## src/rtl/avalon_st_to_sdram_burst_writer_pkg.sv

```systemverilog
// Shared definitions for the ST-to-SDRAM burst writer.
//   state_t          : controller states (IDLE / BURST)
//   CSR_*            : CSR word indices
//   INSTR_ADDR_*     : byte-address field of the 64-bit instruction word
//   CSR_DEFAULT_DATA : value returned for unmapped CSR indices
package avalon_st_sdram_pkg;

  typedef enum logic {
    ST_IDLE  = 1'b0,
    ST_BURST = 1'b1
  } state_t;

  localparam logic [2:0] CSR_STATE     = 3'd0;
  localparam logic [2:0] CSR_DONE      = 3'd1;
  localparam logic [2:0] CSR_CHECKSUM  = 3'd2;
  localparam logic [2:0] CSR_DROP      = 3'd3;
  localparam logic [2:0] CSR_STATUS    = 3'd4;
  localparam logic [2:0] CSR_MAX_BURST = 3'd5;

  // Byte address lives in [63:32]; burst length in the low BURST_W bits.
  localparam int INSTR_ADDR_LSB = 32;
  localparam int INSTR_ADDR_W   = 32;

  localparam logic [31:0] CSR_DEFAULT_DATA = 32'hDEAD_BEEF;

endpackage

```

## src/rtl/avalon_st_to_sdram_burst_writer_byte_lane_swap.sv

```systemverilog
// Combinational byte-lane reversal plus 32-bit word sum of the result.
//   data_in  : incoming beat
//   data_out : beat with byte k taken from byte WIDTH/8-1-k (or passed through when ENABLE=0)
//   word_sum : sum of the 32-bit words of data_out, modulo 2^32
module byte_lane_swap #(
  parameter int WIDTH  = 256,
  parameter bit ENABLE = 1'b1
) (
  input  logic [WIDTH-1:0] data_in,
  output logic [WIDTH-1:0] data_out,
  output logic [31:0]      word_sum
);

  localparam int BYTES = WIDTH / 8;
  localparam int WORDS = WIDTH / 32;

  // NOTE: every always_comb output gets a default before any conditional
  // assignment; otherwise a path that skips it infers a latch.
  always_comb begin
    data_out = data_in;
    if (ENABLE) begin
      for (int k = 0; k < BYTES; k++) begin
        data_out[8*k +: 8] = data_in[8*(BYTES-1-k) +: 8];
      end
    end
  end

  always_comb begin
    word_sum = '0;
    for (int w = 0; w < WORDS; w++) begin
      word_sum = word_sum + data_out[32*w +: 32];
    end
  end

endmodule

```

## src/rtl/avalon_st_to_sdram_burst_writer.sv

```systemverilog
// Moves a commanded number of beats from an Avalon-ST data stream into one
// Avalon-MM burst write, with optional byte-lane swap, and exposes bring-up
// counters and a running checksum over a small CSR port.
//   clock, reset         : single clock, synchronous active-high reset
//   st_instruction_*     : command stream ([63:32] byte address, low bits length)
//   st_valid/data/ready  : data beats
//   mm_*                 : Avalon-MM burst master
//   csr_*                : CSR slave, read data registered (1-cycle latency)
module avalon_st_to_sdram_burst_writer
  import avalon_st_sdram_pkg::*;
#(
  parameter int DATA_W    = 256,
  parameter int ADDR_W    = 27,
  parameter int BURST_W   = 8,
  parameter int MAX_BURST = 8,
  parameter int BYTE_SWAP = 1
) (
  input  logic                clock,
  input  logic                reset,
  output logic [ADDR_W-1:0]   mm_addr,
  output logic [DATA_W/8-1:0] mm_byteenable,
  output logic [BURST_W-1:0]  mm_burstcount,
  output logic                mm_write,
  output logic [DATA_W-1:0]   mm_writedata,
  input  logic                mm_waitrequest,
  input  logic                st_instruction_valid,
  output logic                st_instruction_ready,
  input  logic [63:0]         st_instruction_data,
  input  logic                st_valid,
  input  logic [DATA_W-1:0]   st_data,
  output logic                st_ready,
  input  logic [2:0]          csr_address,
  input  logic                csr_read,
  input  logic                csr_write,
  input  logic [31:0]         csr_writedata,
  output logic [31:0]         csr_readdata
);

  // Byte address -> word address shift; assumes ADDR_SHIFT + ADDR_W <= 32.
  localparam int ADDR_SHIFT = $clog2(DATA_W / 8);
  localparam logic [BURST_W-1:0] MAX_LEN = BURST_W'(MAX_BURST);

  state_t state, next_state;

  logic [BURST_W-1:0] issued;
  logic [BURST_W-1:0] retired;
  logic [31:0]        done_count;
  logic [31:0]        drop_count;
  logic [31:0]        checksum;

  logic [BURST_W-1:0]      cmd_len;
  logic [INSTR_ADDR_W-1:0] cmd_addr;
  logic                    cmd_legal;
  logic                    beat_accept;
  logic                    beat_retire;
  logic                    last_retire;
  logic                    csr_clear;
  logic [DATA_W-1:0]       swapped_beat;
  logic [31:0]             beat_sum;
  logic [31:0]             csr_mux;

  assign cmd_len   = st_instruction_data[BURST_W-1:0];
  assign cmd_addr  = st_instruction_data[INSTR_ADDR_LSB +: INSTR_ADDR_W];
  assign cmd_legal = (cmd_len != '0) && (cmd_len <= MAX_LEN);

  assign beat_accept = st_valid && st_ready;
  assign beat_retire = mm_write && !mm_waitrequest;
  assign last_retire = beat_retire && ((retired + BURST_W'(1)) == mm_burstcount);
  assign csr_clear   = csr_write && (csr_address == CSR_DONE);

  // Write data is don't-care, address bits below the beat size are ignored,
  // and only the low BURST_W bits of the length field are meaningful.
  logic unused_bits;
  assign unused_bits = ^{csr_writedata, st_instruction_data[31:BURST_W],
                         cmd_addr[ADDR_SHIFT-1:0]};

  byte_lane_swap #(
    .WIDTH  (DATA_W),
    .ENABLE (BYTE_SWAP != 0)
  ) u_swap (
    .data_in  (st_data),
    .data_out (swapped_beat),
    .word_sum (beat_sum)
  );

  // NOTE: sequential state uses non-blocking assignments so every register
  // samples pre-edge values regardless of statement order.
  always_ff @(posedge clock) begin
    if (reset) state <= ST_IDLE;
    else       state <= next_state;
  end

  always_comb begin
    next_state           = state;
    st_instruction_ready = 1'b0;
    st_ready             = 1'b0;
    case (state)
      ST_IDLE: begin
        st_instruction_ready = 1'b1;
        if (st_instruction_valid && cmd_legal) next_state = ST_BURST;
      end
      ST_BURST: begin
        // A new beat can load only when the output register is free or draining.
        st_ready = (!mm_write || !mm_waitrequest) && (issued < mm_burstcount);
        if (last_retire) next_state = ST_IDLE;
      end
      default: next_state = ST_IDLE;
    endcase
  end

  always_comb begin
    csr_mux = CSR_DEFAULT_DATA;
    case (csr_address)
      CSR_STATE:     csr_mux = 32'(state);
      CSR_DONE:      csr_mux = done_count;
      CSR_CHECKSUM:  csr_mux = checksum;
      CSR_DROP:      csr_mux = drop_count;
      CSR_STATUS:    csr_mux = {26'd0, mm_write, mm_waitrequest, st_instruction_valid,
                                st_instruction_ready, st_valid, st_ready};
      CSR_MAX_BURST: csr_mux = 32'(MAX_BURST);
      default:       csr_mux = CSR_DEFAULT_DATA;
    endcase
  end

  // NOTE: the wide writedata register is reset together with the rest so the
  // bus never shows stale data after reset; a storage array would not be.
  always_ff @(posedge clock) begin
    if (reset) begin
      mm_addr       <= '0;
      mm_byteenable <= '0;
      mm_burstcount <= '0;
      mm_write      <= 1'b0;
      mm_writedata  <= '0;
      issued        <= '0;
      retired       <= '0;
      done_count    <= '0;
      drop_count    <= '0;
      checksum      <= '0;
      csr_readdata  <= '0;
    end else begin
      if (state == ST_IDLE) begin
        if (st_instruction_valid) begin
          if (cmd_legal) begin
            mm_addr       <= cmd_addr[ADDR_SHIFT +: ADDR_W];
            mm_burstcount <= cmd_len;
            mm_byteenable <= '1;
            issued        <= '0;
            retired       <= '0;
          end else begin
            drop_count <= drop_count + 32'd1;
          end
        end
      end else begin
        // Under waitrequest, st_ready is low, so nothing here touches the
        // presented address, count, data or write strobe.
        if (beat_accept) begin
          mm_writedata <= swapped_beat;
          mm_write     <= 1'b1;
          issued       <= issued + BURST_W'(1);
          checksum     <= checksum + beat_sum;
        end else if (beat_retire) begin
          mm_write <= 1'b0;
        end
        if (beat_retire) begin
          retired <= retired + BURST_W'(1);
          if (last_retire) done_count <= done_count + 32'd1;
        end
      end

      // Placed after the increments so a coincident clear wins.
      if (csr_clear) begin
        done_count <= '0;
        drop_count <= '0;
        checksum   <= '0;
      end

      if (csr_read) csr_readdata <= csr_mux;
    end
  end

endmodule

```

## config.mk

```make
export PLATFORM = sky130hd
export DESIGN_NAME = avalon_st_to_sdram_burst_writer
export DESIGN_NICKNAME = d
export VERILOG_FILES = /design/src/rtl/avalon_st_to_sdram_burst_writer_pkg.sv /design/src/rtl/avalon_st_to_sdram_burst_writer_byte_lane_swap.sv /design/src/rtl/avalon_st_to_sdram_burst_writer.sv
export SDC_FILE = /design/constraint.sdc
export NUM_CORES = 1
export LEC_CHECK = 0
export CORE_AREA = 2 2 277 279
export DETAILED_ROUTE_END_ITERATION = 10
export DIE_AREA = 0 0 279 281
export GPL_TIMING_DRIVEN = 0
export HOLD_SLACK_MARGIN = 0.1
export SLEW_MARGIN = 40
export SYNTH_ARGS = -nofsm -noshare
export SYNTH_HDL_FRONTEND = slang
export SYNTH_SLANG_ARGS = --single-unit
```

## constraint.sdc

```tcl
create_clock -name clock -period 9.5 [get_ports clock]
set_clock_uncertainty 0.05 [all_clocks]
set_input_delay 2.375 -clock clock [delete_from_list [all_inputs] [get_ports clock]]
set_output_delay 2.375 -clock clock [all_outputs]
set_load 0.01 [all_outputs]
```

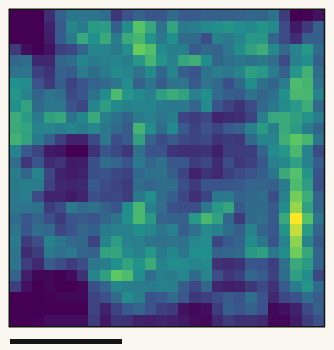
(signal metal coverage by tile)
The bar under the picture is 100 um long. The die is cut into 28 by 28 equal tiles; dark purple is low, yellow is high, scaled to the fullest tile. Values are wire area over tile area, all layers added.
emptiest ninth of the die = bottom left
fullest tile = 0.69
tiles over half the peak = 14%
nearly empty tiles = 4.5%

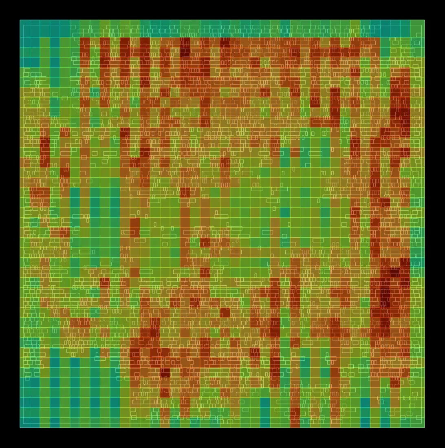
(congestion heat map)
GRT Total Usage: 27.5%
met1 Usage GRT: 34.5%
met2 Track Usage GR: 47.8%
fin util: 44.4%
grt peak-use layer: met2

==> results.sh <==
# yosys + openroad results
export IMPL_clkSlewWorstSetupHoldPaths_ns=0.07
export IMPL_syn_inst=2833
export IMPL_ir_worst_vdd_uv=153
export IMPL_place_congestion=0.918
export IMPL_yosysTopAreaCellShare_pct=36.8
export IMPL_fp_dieH_um=281
export IMPL_tightest_slew_ns=0.861
export IMPL_dieArea_sq_um=78400
export IMPL_worstSetupEndpointType="flip-flop"
export IMPL_synth_area_yosys_sq_um=23800
export IMPL_startpoint_type="input port"
export IMPL_worstSetupPathType="input port to flip-flop"
export IMPL_cts_setup_buffers=0
export IMPL_critPathSlowestCell="clkdlybuf4s50_1"
export IMPL_rsz0062_at_grt="no"
export IMPL_tool_warnings=87
export IMPL_status="finished clean"
export IMPL_cp_arrival_ns=8.18
export IMPL_seqPwrFrac_pct=26.4
export IMPL_synth_async_reset_ratio_pct=0
export IMPL_synth_most_common_cell="nand2_1"
export IMPL_nFillCells=7549
export IMPL_yosys_top_cells_area="dfxtp_1 37%, fa_1 18%, nand2_1 11%"
export IMPL_drv_cap=0
export IMPL_vias=22700
export IMPL_setup_viol=0
export IMPL_postRouteAntennaNets=0
export IMPL_yosysTopAreaCell="dfxtp_1"
export IMPL_p_sw_uw=2640
export IMPL_hold_buffers=0
export IMPL_first_iter_violations=1301
export IMPL_antenna_found_initial=16
export IMPL_post_drt_wl_per_cell_um=24.3
export IMPL_yosys_top_cells_count="694 x nand2_1, 438 x dfxtp_1, 371 x a21oi_1, 307 x inv_1, 213 x fa_1"
export IMPL_yosys_warnings=0
export IMPL_placed_cell_area_sq_um=31700
export IMPL_cts_resized=0
export IMPL_syn_nets=3451
export IMPL_fp_util_pct=31.6
export IMPL_enable_flop_cells=0
export IMPL_cts_tree="yes"
export IMPL_period_used_pct=81.5
export IMPL_p_comb_share_pct=43.3
export IMPL_core_sq_um=75400
export IMPL_clockPowerShare_pct=30.3
export IMPL_ys_seq_share_pct=36.8
export IMPL_tns_ns=0
[through the flow]
step	util, %	hold slack (ns)	setup WS [ns]
detailed placement	42.0	0.395	1.16
global placement	42.0	0.391	1.17
floorplan	-	0.398	2.79
finish	44.4	0.402	1.76
CTS	44.4	0.404	1.78
global route	44.4	0.419	1.45
[tightest hold or removal path, cell delays in order (launching register included)]
cell and delay, ns:
dfxtp_1 0.30, nand2_1 0.05, a21oi_1 0.05
[metal layers]
layer	part of all wire (%)	track usage, %
met1	41	34.5
met2	48	47.8
met3	6.9	5.55
met4	3.2	8.26
met5	0.069	0
[logic make-up (layout without fill, tap and decap cells)]
family	count (synthesis)	in the layout	synth area share (%)
xor gates and xnor gates	87	87	3.25
adders and majority gates	256	256	20.1
AOI/OAI and AO/OA	545	545	13.2
DFF	438	438	36.8
buffers and inverters	486	1239	8.17
other	0	8	0
and+or+nand+nor	1005	1005	17.8
muxes	16	16	0.709
[path summary, 6_finish.rpt]
path	startpoint	end	slack (ns)	cells past startpoint
max reg2reg	checksum[2]	checksum[30]	3.68	17
min	mm_addr[5]	mm_addr[5]	0.40	2
max	st_data[218]	checksum[30]	1.76	18
min reg2reg	mm_addr[5]	mm_addr[5]	0.40	2
[final cells by class]
type	instances	area, sq um	area share [%]
clock inverter	21	259	0.773
timing repair buffer	659	6590	19.7
multi-input combinational	1909	13100	39.2
clock buffer	73	1520	4.54
antenna	8	20.0	0.0598
inverter	308	1160	3.45
sequential	438	8770	26.2
buffer	178	820	2.45
tap	978	1220	3.65
[power groups by stage]
stage	clock network (uW)	logic, uW	registers [uW]
floorplan	0	2090	1900
global placement	0	3010	1890
detailed placement	0	3010	1890
CTS	2160	3040	1850
global route	2240	3400	1850
finish	2120	3040	1850
[sequential cells by signal, summed over array words and instances (netlist names)]
| name | cells |
|---|---|
| csr_readdata | 32 |
| mm_burstcount | 8 |
| mm_writedata | 256 |
| mm_write | 1 |
| drop_count | 32 |
| mm_addr | 27 |
| mm_byteenable | 1 |
| done_count | 32 |
| state | 1 |
| checksum | 32 |
| retired | 8 |
| issued | 8 |
[cells in the final DEF, fill, tap and decap left out, types with 7 or more instances in the layout]
cell               n
clkbuf_1         121
and3_1            16
mux2i_1            9
mux2_2             7
a22oi_1           21
a311oi_1          23
nand4_1           25
nand2b_1          17
xnor2_1           46
buf_1              8
clkbuf_2          23
clkbuf_16         53
nand2_1          694
nor3_1            14
o211ai_1          11
nand3_1           35
or3_1             19
ha_1              43
nor2_1           130
or4_1              9
inv_1            307
clkinv_2           7
xor2_1            40
o21ai_0           44
buf_4             33
clkbuf_8          12
a21oi_1          370
nor2b_1           13
a22o_1             8
clkdlybuf4s50_1  658
fa_1             213
diode_2            8
dfxtp_1          437
a21o_1            19
